### src/rtl/rcon_seq_gen.sv
// AES round-constant generator: emits Rcon[1..N] one word per valid/ready transfer,
// computing each byte with GF(2^8) xtime. N is chosen from the key length at start.
module rcon_seq_gen #(
  parameter int          WORD_W   = 32,
  parameter bit          RCON_MSB = 1'b0,
  parameter logic [7:0]  POLY     = 8'h1B
) (
  input  logic              clk,
  input  logic              rst,
  input  logic              start,
  input  logic              abort,
  input  logic [1:0]        key_len,
  input  logic              rcon_ready,
  output logic              rcon_valid,
  output logic [WORD_W-1:0] rcon_word,
  output logic [3:0]        rcon_idx,
  output logic              rcon_last,
  output logic              busy,
  output logic              done
);

  localparam int LANES = WORD_W / 8;
  localparam int RLANE = RCON_MSB ? LANES - 1 : 0;

  typedef enum logic [1:0] {IDLE, RUN, DONE} state_t;

  state_t     state_reg, state_next;
  logic [7:0] byte_reg, byte_next;
  logic [3:0] idx_reg, idx_next;
  logic [3:0] limit_reg, limit_next;
  logic       xfer;

  function automatic logic [7:0] xtime(input logic [7:0] b);
    return {b[6:0], 1'b0} ^ (b[7] ? POLY : 8'h00);
  endfunction

  assign xfer = (state_reg == RUN) && rcon_ready;

  always_ff @(posedge clk or posedge rst) begin
    if (rst) begin
      state_reg <= IDLE;
      byte_reg  <= 8'h00;
      idx_reg   <= 4'd0;
      limit_reg <= 4'd10;
    end else begin
      state_reg <= state_next;
      byte_reg  <= byte_next;
      idx_reg   <= idx_next;
      limit_reg <= limit_next;
    end
  end

  always_comb begin
    state_next = state_reg;
    byte_next  = byte_reg;
    idx_next   = idx_reg;
    limit_next = limit_reg;
    case (state_reg)
      IDLE: begin
        if (start) begin
          state_next = RUN;
          byte_next  = 8'h01;
          idx_next   = 4'd1;
          case (key_len)
            2'b01:   limit_next = 4'd8;
            2'b10:   limit_next = 4'd7;
            default: limit_next = 4'd10;
          endcase
        end
      end
      RUN: begin
        if (xfer) begin
          if (idx_reg == limit_reg) begin
            state_next = DONE;
            byte_next  = 8'h00;
            idx_next   = 4'd0;
          end else begin
            byte_next = xtime(byte_reg);
            idx_next  = idx_reg + 4'd1;
          end
        end
      end
      DONE: state_next = IDLE;
      default: state_next = IDLE;
    endcase
    // Abort overrides everything, including a same-cycle start or final transfer.
    if (abort) begin
      state_next = IDLE;
      byte_next  = 8'h00;
      idx_next   = 4'd0;
    end
  end

  // byte_reg is forced to zero outside RUN, so the word is zero whenever invalid.
  generate
    for (genvar gi = 0; gi < LANES; gi++) begin : g_lane
      assign rcon_word[gi*8 +: 8] = (gi == RLANE) ? byte_reg : 8'h00;
    end
  endgenerate

  assign rcon_valid = (state_reg == RUN);
  assign busy       = (state_reg == RUN);
  assign done       = (state_reg == DONE);
  assign rcon_idx   = idx_reg;
  assign rcon_last  = rcon_valid && (idx_reg == limit_reg);

endmodule

### config.mk
export PLATFORM = sky130hd
export DESIGN_NAME = rcon_seq_gen
export DESIGN_NICKNAME = d
export VERILOG_FILES = /design/src/rtl/rcon_seq_gen.sv
export SDC_FILE = /design/constraint.sdc
export NUM_CORES = 1
export LEC_CHECK = 0
export CAP_MARGIN = 15
export CORE_MARGIN = 2
export CORE_UTILIZATION = 40
export CTS_CLUSTER_SIZE = 14
export DETAILED_ROUTE_END_ITERATION = 10
export HOLD_SLACK_MARGIN = 0.08
export PLACE_DENSITY = 0.78
export SETUP_SLACK_MARGIN = 0.1
export SYNTH_ARGS = -nofsm -noshare
export SYNTH_HDL_FRONTEND = slang
export SYNTH_SLANG_ARGS = --single-unit
export TNS_END_PERCENT = 30
### constraint.sdc
create_clock -name clk -period 2.1 [get_ports clk]
set_clock_uncertainty 0.1 [all_clocks]
set_input_delay 0.21 -clock clk [delete_from_list [all_inputs] [get_ports clk]]
set_output_delay 0.21 -clock clk [all_outputs]
set_load 0.03 [all_outputs]
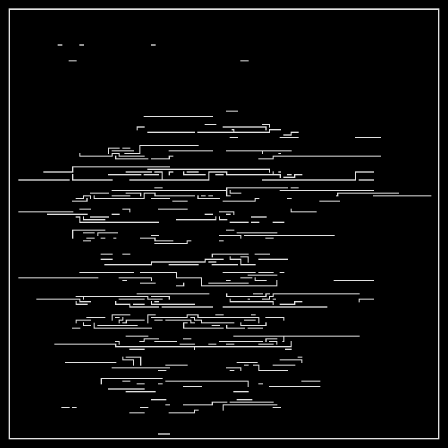
run_1/m1.png
- main direction: horizontal
- nets with wire on the layer: 103
- wire length on this layer: 897 um
via count: 753
post-detailed-routing wire length: 1980 um
met1 routing resource usage after global routing: 0.181

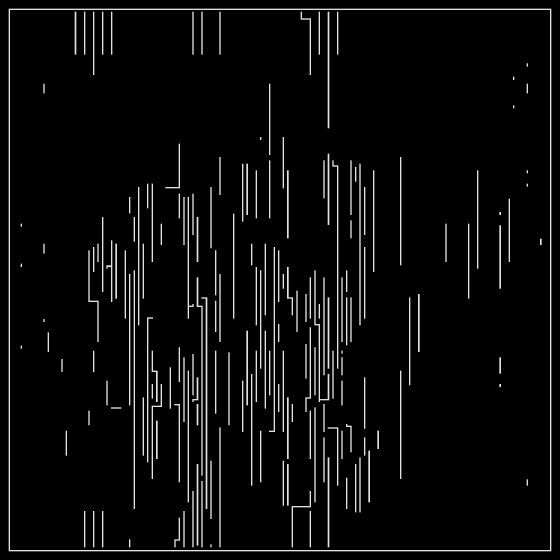
run_1/m2.png
- main direction: vertical
- share of all routed wire: 48%
- nets with wire on the layer: 122
- longest straight run: 24.1 um
met2 layer usage reported by global route: 0.228

==> notes.md, run 1 <==
The synthesis and PnR run went through. The run finished, with violations left. The checks that failed: negative setup slack. Sorting the synthesis cell report by count puts at the top buf_4. The floorplan step set the die height to between 50 and 60 um.

By count the netlist is led by 25 x buf_4, 15 x dfrtp_1, 8 x a22o_2. Number of cells in Yosys stat landed at around 100. Sorting the Yosys area breakdown by cell type puts at the top dfrtp_1. Number of global-route vias before repair landed at 689. The first global-routing pass estimated 3080 um of wire. Filler-free cell count of the finished design landed at 156. Inserted tap cell count landed at 30. Ratio of total power to cell area landed at about 570 nW/um^2. The worst register-to-register path begins at rcon_idx[0]$_DFFE_PP0P_. The design has 17 sequential cells. After synthesis, the share of flip-flops with an asynchronous set or reset is 1.00. Adder-cell share of the synthesized area landed at 0.0120. Counting tap cells, the placed design contains a total of 150 instances. For this run, the top clock speed supported by timing is 465 MHz. Largest net degree at the start of global routing landed at 18. The cell area that synthesis handed to floorplanning was a little over 1000 um^2. Looking at the cell usage after synthesis, the top flip-flop cell is dfrtp_1. Per the OpenROAD power report, leakage power amounts to between 0.5 and 0.6 nW.

Measured slew at the worst slew-check pin landed at 0.646 ns. The highest supply drop recorded on VDD is 0.000431 V. By startpoint and endpoint, the worst setup path is classified as flip-flop to primary output. Synthesized-area fraction occupied by and/or/nand/nor cells landed at 0.125.

The area taken by multi-input combinational cells is reported as 478 um^2. Per-cell via count in the routed design landed at 4.83. The share of synthesized area in the top cell type comes to 0.361. In this design, the largest share of critical-path delay is due to simple AND/OR/NAND/NOR gates. Max-cap violations in this run came to 0.

Pins over their slew limit in the final report were tallied at 0. Number of filler instances in the final layout landed at 242. The floorplan has 18 rows.

Post-layout net count landed at roughly 140. Endpoints failing hold in the final report were tallied at 0. In this run the remaining antenna-violating nets after routing total 0. Non-clock inverter total of the final layout landed at 6. Leaving out fill and tap cells, the most frequent cell in the layout is conb_1.

Clock buffer count landed at 3. Core utilization at floorplan landed at 0.420. Area enclosed by the die boundary landed at 3020 um^2. The type recorded for the worst min-delay path is primary input to async pin. Deepest level of the CTS H-tree landed at 1.

Of the available clock period, the critical path in the final layout requires 1.02. Looking at the clock tree report, the root buffer type is clkbuf_4. Deepest clock path buffer count landed at 2. During synthesis, Yosys emitted a total of 0 warnings. The register with the most flip-flops in the layout has 8 of them. Area added between synthesis and finish landed at 20.1%. The most critical setup path has its startpoint at rcon_idx[0]$_DFFE_PP0P_.

Relative slew slack landed at 0.569. Area of the core region landed at 2480 um^2. The synthesis run identifies the leading combinational cell family as buffers and inverters.

A synthesized cell averages 10.3 um^2. TritonCTS built the clock tree. Synthesis produced 101 cells. Highest net fanout along the worst path landed at 8. Yosys synthesis chip area landed at 1040 um^2. The timing report gives the biggest stage delay along the critical path as 0.42 ns. Number of gates on the worst path with buffers counted landed at 5. Clock slew at the register clock pins of the worst setup and hold paths landed at about 0.11 ns.

Clock network contribution to total cell area landed at 0.0220. Overall power consumption after layout is estimated at 718 uW. Worst-case reg-to-reg path depth landed at 5. The initial antenna violation count is 0.

Looking at the area split, the leading class of cells is combinational gates. The die is around 55 um wide. Number of buffers inserted during clock tree synthesis landed at 3.

Summed over all nets, the half-perimeter wirelength after detailed placement is around 1500 um. The critical path goes through or3_4, a211oi_4, buf_6, and2_2, buf_6. The synthesis stat section lists a flop and latch total of 17.

OpenROAD warning count landed at 28. STA classifies the critical path startpoint as a flip-flop. Data on the critical path is required at its endpoint by 1.79 ns.

Unique cell type count in the Yosys netlist landed at 33. The worst setup path is captured at a primary output. Subtracting the final worst setup slack from the clock period gives about 2.2 ns.

From the final report, the count of setup violators was given as 1. Counting stages on the worst path, the most repeated cell is buf_6. Data arrival time at the worst-slack endpoint landed at 1.84 ns.

Per the GRT congestion report, total overflow comes to 0. The number of gates resized after CTS was 4. Proportion of final cell area spent on non-clock buffers landed at 0.202.

The floorplan report gives the top-level pin count as 47. Clock net sink count landed at 17. The number of buffers and inverters on the critical path is 2. Counting plain and timing-repair buffers in the layout gives 26. After its last routability iteration, the placer logged a weighted congestion of 0.843. Once layout is done, the placed cells without fillers occupy 1250 um^2.

For this design, the slowest cell found on the critical path is dfrtp_2. The routed layout reports a DRC error count of 0. The sequential cells in the finished layout cover a total of 430 um^2. The cell-mix breakdown from Yosys lists the XOR/XNOR area share as 0.0421. Yosys mapped a number of flops with a built-in enable equal to 0. Of the post-synthesis cell area, the part taken by muxes is 0.0108.

Flop share of the area landed at 0.345. For this run, the script counts the antenna cells in the layout as 0. In this run, the number of DRC markers left after iteration 0 of detailed routing was 9. Sequential element share of the synthesized area landed at 0.412. Total iterations of the first detailed-routing run landed at 4. Final routed wire length divided by cell count landed at 12.7 um. Setup slack of the worst register-to-register path landed at about 0.26 ns.

Buffers inserted to repair hold after CTS numbered 0. Overall global routing resource usage landed at 0.144. The critical path ends at rcon_last. The placement stage leaves a total instance area of 1190 um^2.

The critical path in the final layout is reported with a setup slack of -0.0512 ns. The post-route utilization of the core is recorded as 0.504. Fraction of layout cells with a size suffix above 1 landed at 0.214. The main area contributors are dfrtp_1 36%, buf_4 18%, a22o_2 7.7%. Sum of negative setup slack landed at -0.0512 ns.
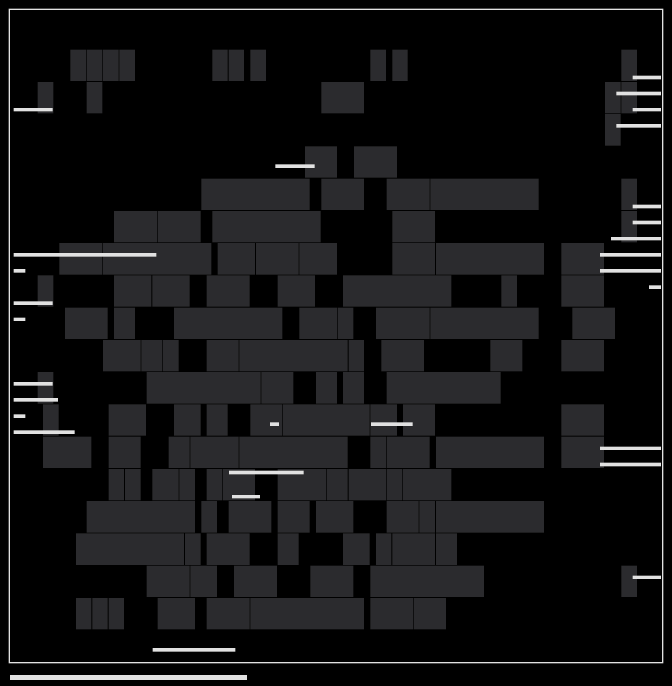
run_1/m3.png
Bar = 20 um.
- wire length on this layer: 93.4 um
- share of all routed wire: 4.7%
- nets with wire on the layer: 26
- longest straight run: 11.7 um
- main direction: horizontal
global-route met3 utilization: 0.0215

run 1: worst register-to-register path: cells and delay by family, from the launching register on:
kind	cells	cell delay [ns]
flip-flops	1	0.42
AND/OR/NAND/NOR	2	0.45
AND-OR/OR-AND	2	0.60
buffers and inverters	1	0.17
run 1: power breakdown:
| part | total, mW | switching [mW] | internal, mW |
|---|---|---|---|
| Combinational | 0.180 | 0.125 | 0.0551 |
| Clock | 0.181 | 0.110 | 0.0710 |
| Sequential | 0.357 | 0.0127 | 0.344 |
run 1: layer usage:
layer / global-route usage / routed length [um] / vias to the layer above
li1: - / - / 348
met1: 0.181 / 896 / 371
met2: 0.228 / 956 / 30
met3: 0.0215 / 93 / 4
met4: 0.0976 / 34 / 0
met5: 0 / 0 / -
==> run 2, diff against run 1 <==
==> constraint.sdc (replaced) <==
create_clock -name clk -period 2.1 [get_ports clk]
set_clock_uncertainty 0.1 [all_clocks]
set_input_delay 0.21 -clock clk [delete_from_list [all_inputs] [get_ports clk]]
set_output_delay 0.21 -clock clk [all_outputs]
set_load 0.1 [all_outputs]
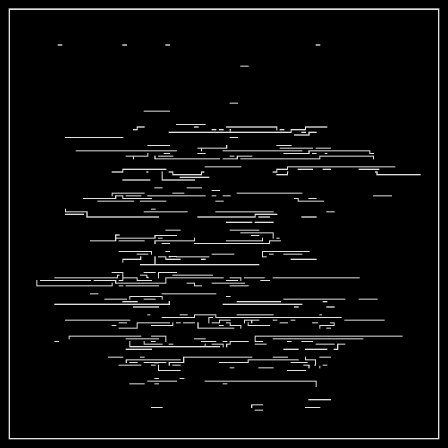
run_2/m1.png
- share of all routed wire: 41%
- nets with wire on the layer: 98
- main direction: horizontal
post-detailed-routing wire length: 2000 um
via count: 772
met1 routing resource usage after global routing: 0.175

==> run 2 against run 1 <==
The run now ends clean. Clock power down 2%. Non-clock buffer count up 1. Global-route usage up 0.88 points. Die area unchanged. Setup slack better by 0.052 ns. First-iteration DRC count up 130%. Critical endpoint unchanged.
==> notes.md, run 2 <==
The synthesis and PnR run went through. The setup path with the least slack is of type flip-flop to primary output. The count of cells in the finished layout, fillers not included, comes to 157. Yosys shows that the main logic family after synthesis is buffers and inverters. Count of port buffers added during placement landed at 22.

STA classifies the critical path endpoint as a primary output. The report lists the number of cells resized after CTS as 1. The highest metal layer carrying signal wires in the routed design is met4.

The first TritonRoute pass finished after 4 iterations. Cell count after synthesis landed at just over 100. Area fraction of the dominant cell type after synthesis landed at 0.361. Highest clock frequency the design can meet landed at between 400 and 500 MHz.

Net switching power landed at 418 uW. The synthesized design contains 0 enable-type register cells. By instance count after routing, the leading logic cell type is conb_1. On the worst setup and hold paths after CTS, the clock-pin slew comes to 0.09 ns. Area enclosed by the die boundary landed at 3020 um^2.

Worst-skew pair later-pin latency landed at 0.30 ns. Setup repair after global routing could not meet its margin everywhere. After synthesis, the share of flip-flops with an asynchronous set or reset is 1.00. Of the available clock period, the critical path in the final layout requires 1.00. Checking hold timing, the worst path is listed with class primary input to async pin. For this run the top cell type by instance count after synthesis was buf_4.

In this run, synthesis produced a sequential element count of 17. Of the total power, the clock network draws 0.197. For the worst setup path, the data required time is 1.79 ns. The final power report lists total power as ~900 uW.

Combined buffer and inverter count along the critical path landed at 1. Slack of the critical path landed at ~0.001 ns. Residual antenna-violating net count after detailed routing landed at 0. At the pin with the least slew margin, the transition time is 0.653 ns. Reported clock group power landed at between 150 and 200 uW. Area added between synthesis and finish landed at 21.5%. Utilization of the core after routing landed at 0.510.

Clock net sink count landed at 17. After detailed routing, the number of remaining DRC violations is 0. Summing all placed instances gives a cell area of between 1000 and 1500 um^2. In the final routed layout, each cell accounts on average for 12.8 um.

Peak ir drop on the vdd network landed at 0.000505 V. Number of cells in Yosys stat landed at 101. After clock tree synthesis, the setup repair step added 2 buffers.

For met2 alone, demand over resource in global routing was 0.250. Counting the warning lines in the Yosys log gives 0. By count the netlist is led by 25 x buf_4, 15 x dfrtp_1, 8 x a22o_2.

The share of total power dissipated in combinational logic is 0.403. Overall routing resource usage recorded by global route was 0.153. The congestion estimate from routability-driven global placement came to 0.835.

For the worst setup path, the data arrival time is 1.79 ns. For this design, the CTS-stage hold fixing added 0 buffers. The number of global-route vias before repair was just over 700. OpenSTA lists the critical path startpoint as rcon_idx[2]$_DFFE_PP0P_. The run reported a max-capacitance violation count of 0. Per the synthesis report, the dominant area consumer among library cells is dfrtp_1.

Clock tree synthesis inserted a total of 3 buffers. Leaving out fill and tap cells, the most frequent cells in the layout are 24 x conb_1, 18 x buf_4, 11 x dfrtp_1. The launch point of the worst register-to-register path is recorded as rcon_idx[2]$_DFFE_PP0P_. Dividing the synthesized area by the synthesized cell count gives 10.3 um^2. Yosys reports a chip area of between 1000 and 1500 um^2.

OpenSTA, run right after detailed placement, puts the worst setup slack at -0.0267 ns. The flow reported a cell area power density of 712 nW/um^2. Clock period minus final worst setup slack landed at roughly 2.1 ns. Adder-cell share of the synthesized area landed at 0.0120. Warnings raised by the tools during the run amount to 29. Per STA, the highest per-stage delay on the worst path measures slightly below 0.5 ns. In this run, the number of DRC markers left after iteration 0 of detailed routing was 21. In this run, placement finished with an instance count of 150.

Sequential element share of the synthesized area landed at 0.412. Setup violation total in the final timing report landed at 0. The worst-case max-slew headroom was logged as 0.564. CTS placed an instance of clkbuf_4 at the clock tree root. Among all flip-flop cells after synthesis, the most frequent one is dfrtp_1. Multiplexer share of the synthesized area landed at 0.0108. Deepest level of the CTS H-tree landed at 1. Netlist area before placement landed at 1040 um^2. The repair_antennas step left the layout with diodes totalling 0.

Per the synthesis report, the AND-OR/OR-AND share of the synthesized area is 0.174. For this block, wires on met1 add up to 817 um. Across all hold checks on the routed design, the worst slack comes to 0.200 ns. TritonCTS built the clock tree.

Power dissipated in sequential cells landed at 360 uW. Core utilization at floorplan landed at 0.420. Sum of negative setup slack landed at 0 ns. Met2 routed wirelength landed at 1000 um. Initial antenna violation count landed at 0. Largest net degree at the start of global routing landed at 18. The first global-routing pass estimated approximately 3200 um of wire. Internal portion of total power landed at between 400 and 500 uW. The leakage power in the latest report is 0.629 nW.

met3 track demand over resource after global routing is 0.0511. Summed over all nets, the half-perimeter wirelength after detailed placement is ~1400 um. Post-layout net count landed at 136.

The timing report attributes the biggest portion of critical-path delay to simple AND/OR/NAND/NOR gates. For reference, the critical path cell chain is or3_4, a211oi_4, and2_4, buf_12. Power drawn by the combinational cells landed at 362 uW. Deepest clock path buffer count landed at 2.

Area of the core region landed at 2480 um^2. Measured along the y axis, the die boundary spans 55.0 um. The detailed router reports a met3 wire length of 142 um. Per the synthesis report, the simple-gate share of the synthesized area is 0.125.

Number of hold violations in the final report landed at 0. Among all stages on the critical path, the largest delay is contributed by dfrtp_4. The power report attributes to the sequential group a share of 0.400. After synthesis, the netlist uses 33 different library cells. Fraction of layout cells with a size suffix above 1 landed at 0.354. The critical path maximum fanout is 2.

Final count of pins violating max slew landed at 0. The run finished with clean final reports. Sorting the synthesized cells by area gives the leading types as dfrtp_1 36%, buf_4 18%, a22o_2 7.7%. Per-cell via count in the routed design landed at 4.92.

The total overflow left after global routing is 0. After global routing, the most crowded layer is met2. After routing the design area is 1260 um^2. Per the synthesis report, the XOR/XNOR share of the synthesized area is 0.0421. The worst setup path is launched from a flip-flop. In this run the horizontal extent of the chip is between 50 and 60 um. Pin placement for this block handled 47 I/O pins. The group that draws the most power in this run is combinational logic. Flip-flop count of the largest register, all copies and words added landed at 8. The floorplan has 18 rows. Of the total power, the share spent switching nets is 0.465.
[run 2: cell type report]
class | instances | area, um^2
well taps | 30 | 37.5
fillers | 248 | 1210
clock buffers | 4 | 26.3
inverters | 6 | 22.5
repair buffers | 27 | 255
multi-input cells | 73 | 487
flip-flops and latches | 17 | 435
[run 2: worst paths after layout]
check | endpoint | slack, ns | cells after the start
min in group clk | limit_reg[1]$_DFFE_PP1P_ | 0.37 | 3
max in group asynchronous | rcon_idx[2]$_DFFE_PP0P_ | 1.22 | 2
min | state_reg[1]$_DFFE_PP0P_ | 0.20 | 2
min reg2reg | limit_reg[1]$_DFFE_PP1P_ | 0.43 | 2
max reg2reg | rcon_idx[2]$_DFFE_PP0P_ | 0.05 | 6
max | rcon_last | 0.001 | 4
No activity file was given, so power comes from the tool's default toggle rates.
